==> config.mk <==
export PLATFORM = sky130hd
export DESIGN_NAME = prism_state_engine
export DESIGN_NICKNAME = d
export VERILOG_FILES = /design/src/rtl/prism_state_engine.sv
export SDC_FILE = /design/constraint.sdc
export NUM_CORES = 1
export LEC_CHECK = 0
export CAP_MARGIN = 20
export CORE_ASPECT_RATIO = 1.75
export CORE_MARGIN = 3
export CORE_UTILIZATION = 42
export DETAILED_ROUTE_END_ITERATION = 10
export HOLD_SLACK_MARGIN = 0.05
export PLACE_DENSITY_LB_ADDON = 0.05
export SYNTH_ARGS = -nofsm -noshare
export SYNTH_HDL_FRONTEND = slang
export SYNTH_SLANG_ARGS = --single-unit
export TNS_END_PERCENT = 30
==> constraint.sdc <==
create_clock -name clk -period 3.4 [get_ports clk]
set_input_delay 0.34 -clock clk [delete_from_list [all_inputs] [get_ports clk]]
set_output_delay 0.34 -clock clk [all_outputs]
set_load 0.05 [all_outputs]
==> run_1/zoom.png <==
Window x 22 to 47, y 22 to 47 um. Cells in grey, sequential cells in the stronger grey; small squares are vias.
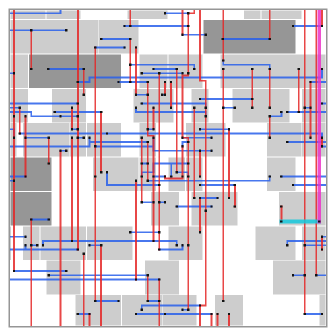
magenta -> met4
cyan -> met3
blue -> met1
red -> met2
sequential cells in the window = 2
most frequent = buf_4 (7), nor2_1 (4), clkdlybuf4s50_1 (4)
cells with their middle in the window = 38

==> run_1/final_congestion.png <==
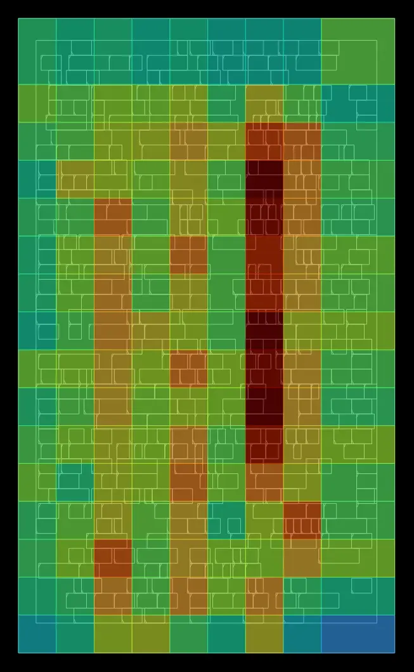
GRT busiest layer: met2
M3 GR Usage: 4.17%
grt met1 use: 19.4%
M2 GR Usage: 33.2%

==> run_1/gate_families.png <==
Scale: 3 px per um.
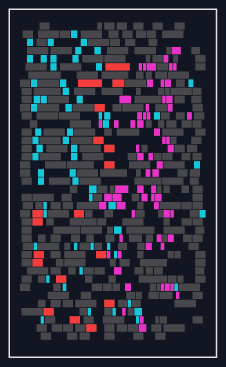
red -> multiplexers  # cells 18
magenta -> NAND gates  # cells 63
cyan -> NOR gates  # cells 60
most numerous logic cell after layout: clkdlybuf4s50_1
combinational fraction of the cell area: 37.6%

==> results_slide.txt, run 1 <==
Key Metrics from the Run

Pwr
  • Internal: 0.00144 W
  • P_seq: 0.000737 W
  • Part of the power in registers: between 30% and 40%
  • Clock network power share: 47.2%
  • Psw: 0.000458 W

Synth
  • Top logic family: simple AND/OR/NAND/NOR gates
  • Cell Type Count: 50
  • Syn avg cell area: around 9.4 sq um
  • Top-area cell share: roughly two fifths
  • # Cells Yosys: 305
  • Synth mux share: 7.17%
  • Cell area leaders: dfxtp_1 (42%), nor2b_1 (7.4%), mux2i_1 (5.2%)
  • Post-synth net total: approximately 400
  • Post-synth regs: 60

Setup path
  • Max incr delay on CP: ~480 ps
  • CP Cell Sequence: ha_1, and3_1, and3_1, and3_4, and3_4, and3_4, a311oi_4, and2_1, nand3_1, o31ai_1
  • Critical path peak fanout: 12
  • Most common cell on crit path: and3_4
  • Setup CP Type: flip-flop to flip-flop
  • WP data required: 3630 ps
  • Worst path top cell family by delay: simple AND/OR/NAND/NOR gates
  • Worst setup SP type: flip-flop

Clocking
  • Postcts setup bufs: 0
  • Skew-Pair Late Insertion Delay: around 320 ps
  • Sink Count: 60

Run
  • Tool warning count: 59

Route
  • Post-DR wirelength/cell: approximately 14 um
  • M1 WL: 2580 um
  • Antenna-violating nets left: 0
  • Starting DRT DRC Count: 167
  • Via/cell ratio: around 5.2

Finish
  • Logic area: around 1600 sq um
  • Leading cell kind: logic gates
  • P&R area growth vs syn: 46.3%
  • Plain + repair buffers: 104
  • # diodes: 0

Worst hold path
  • Hold WC Path Type: flip-flop to flip-flop

Run status
  • Status: finished, final reports clean

STA
  • RSZ-0062 raised after global routing: no
  • Final slew viol count: 0

Die
  • Die footprint: 7920 sq um
==> run 1 -> run 2 <==
- CAP_MARGIN: 20 -> 10
==> run 2 against run 1 <==
Net effect:
- flip-flop count unchanged
- critical path type unchanged
- synthesized cell count unchanged
- non-clock buffer count unchanged
- clock skew unchanged
==> results_slide.txt, run 2 <==
Key Metrics from the Run

Setup path
  • Most common cell on crit path: and3_4 (unchanged)
  • Setup CP Type: flip-flop to flip-flop (unchanged)
  • WP data required: 3630 ps (about the same)
  • Max incr delay on CP: 480 ps (about the same)
  • CP Cell Sequence: ha_1, and3_1, and3_1, and3_4, and3_4, and3_4, a311oi_4, and2_1, nand3_1, o31ai_1 (unchanged)
  • Worst path top cell family by delay: simple AND/OR/NAND/NOR gates (unchanged)

STA
  • Tmin final: 2920 ps (unchanged)
  • Final slew viol count: 0 (unchanged)

Run
  • Tool warning count: 59 (unchanged)

Route
  • Post-DR wirelength/cell: 14.0 um (unchanged)
  • Starting DRT DRC Count: 167 (unchanged)
  • M1 WL: 2580 um (unchanged)
  • Antenna-violating nets left: 0 (unchanged)
  • Via/cell ratio: 5.23 (unchanged)

Finish
  • Combinational fraction of the cell area: 37.6% (unchanged)
  • Plain + repair buffers: 104 (unchanged)
  • Clkbuf count: 9 (unchanged)
  • Leading cell kind: logic gates (unchanged)
  • Flop share of the area: 28.5% (unchanged)
  • Most numerous logic cell after layout: clkdlybuf4s50_1 (unchanged)
  • # diodes: 0 (unchanged)
  • P&R area growth vs syn: 46.3% (unchanged)

Synth
  • Top logic family: simple AND/OR/NAND/NOR gates (unchanged)
  • Post-synth regs: 60 (unchanged)
  • Top-area cell share: 41.7% (unchanged)
  • Syn avg cell area: 9.44 sq um (unchanged)
  • Synth mux share: 7.17% (unchanged)
  • # Cells Yosys: 305 (unchanged)
  • Cell area leaders: dfxtp_1 (42%), nor2b_1 (7.4%), mux2i_1 (5.2%) (unchanged)
  • Cell Type Count: 50 (unchanged)
  • Post-synth net total: 406 (unchanged)

Die
  • Die footprint: 7920 sq um (unchanged)
  • IO Count: 128 (unchanged)

GRT
  • M2 GR Usage: 33.2% (unchanged)
  • M3 GR Usage: 4.17% (unchanged)
  • Grt met1 use: 19.4% (unchanged)

Pwr
  • P_seq: 0.000737 W (about the same)
  • Psw: 0.000458 W (unchanged)
  • Clock network power share: 47.2% (about the same)

Run status
  • Status: finished, final reports clean (unchanged)

Worst hold path
  • Hold WC Path Type: flip-flop to flip-flop (unchanged)

Clocking
  • Sink Count: 60 (unchanged)
  • Postcts setup bufs: 0 (unchanged)
  • Skew-Pair Late Insertion Delay: 320 ps (about the same)
==> run_2/registers.png <==
Scale: 3 px per um.
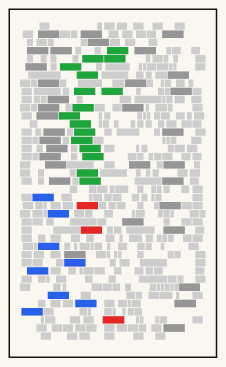
red -> sit_raddr  # sequential cells 3
green -> sync2_q  # sequential cells 16
blue -> out_pins  # sequential cells 8, where bottom left
not coloured = 33
Util after Layout: 63.9%
register area: 1200 sq um

==> run_2/zoom.png <==
Window x 22 to 47, y 22 to 47 um. Cells in grey, sequential cells in the stronger grey; small squares are vias.
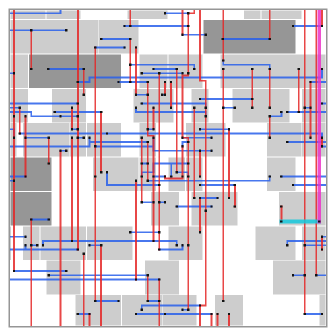
magenta -> met4
blue -> met1
cyan -> met3
red -> met2
sequential cells in the window = 2
cells with their middle in the window = 38
most frequent = buf_4 (7), nor2_1 (4), clkdlybuf4s50_1 (4)

==> run_2/pins.png <==
Scale: 6 px per um. Pins as bars across the die edge, other pins in grey.
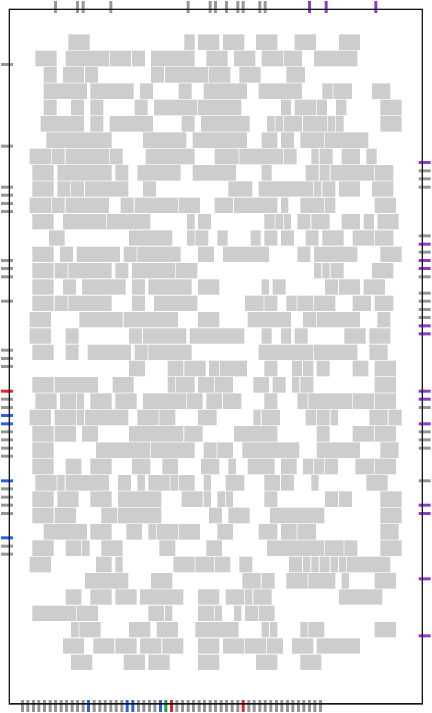
green -> irq  # pins 1, direction output, edge bottom
purple -> count_out  # pins 16, direction output, edge 13 right, 3 top
red -> sit_raddr  # pins 3, direction output, edge 2 bottom, 1 left
blue -> out_pins  # pins 8, direction output, edge 4 bottom, 4 left
all pins by edge = 55 bottom, 30 left, 28 right, 15 top
IO buf count: 94
Die H: 116 um
Die W: 68.6 um

Power is estimated from default activity; no workload was simulated.
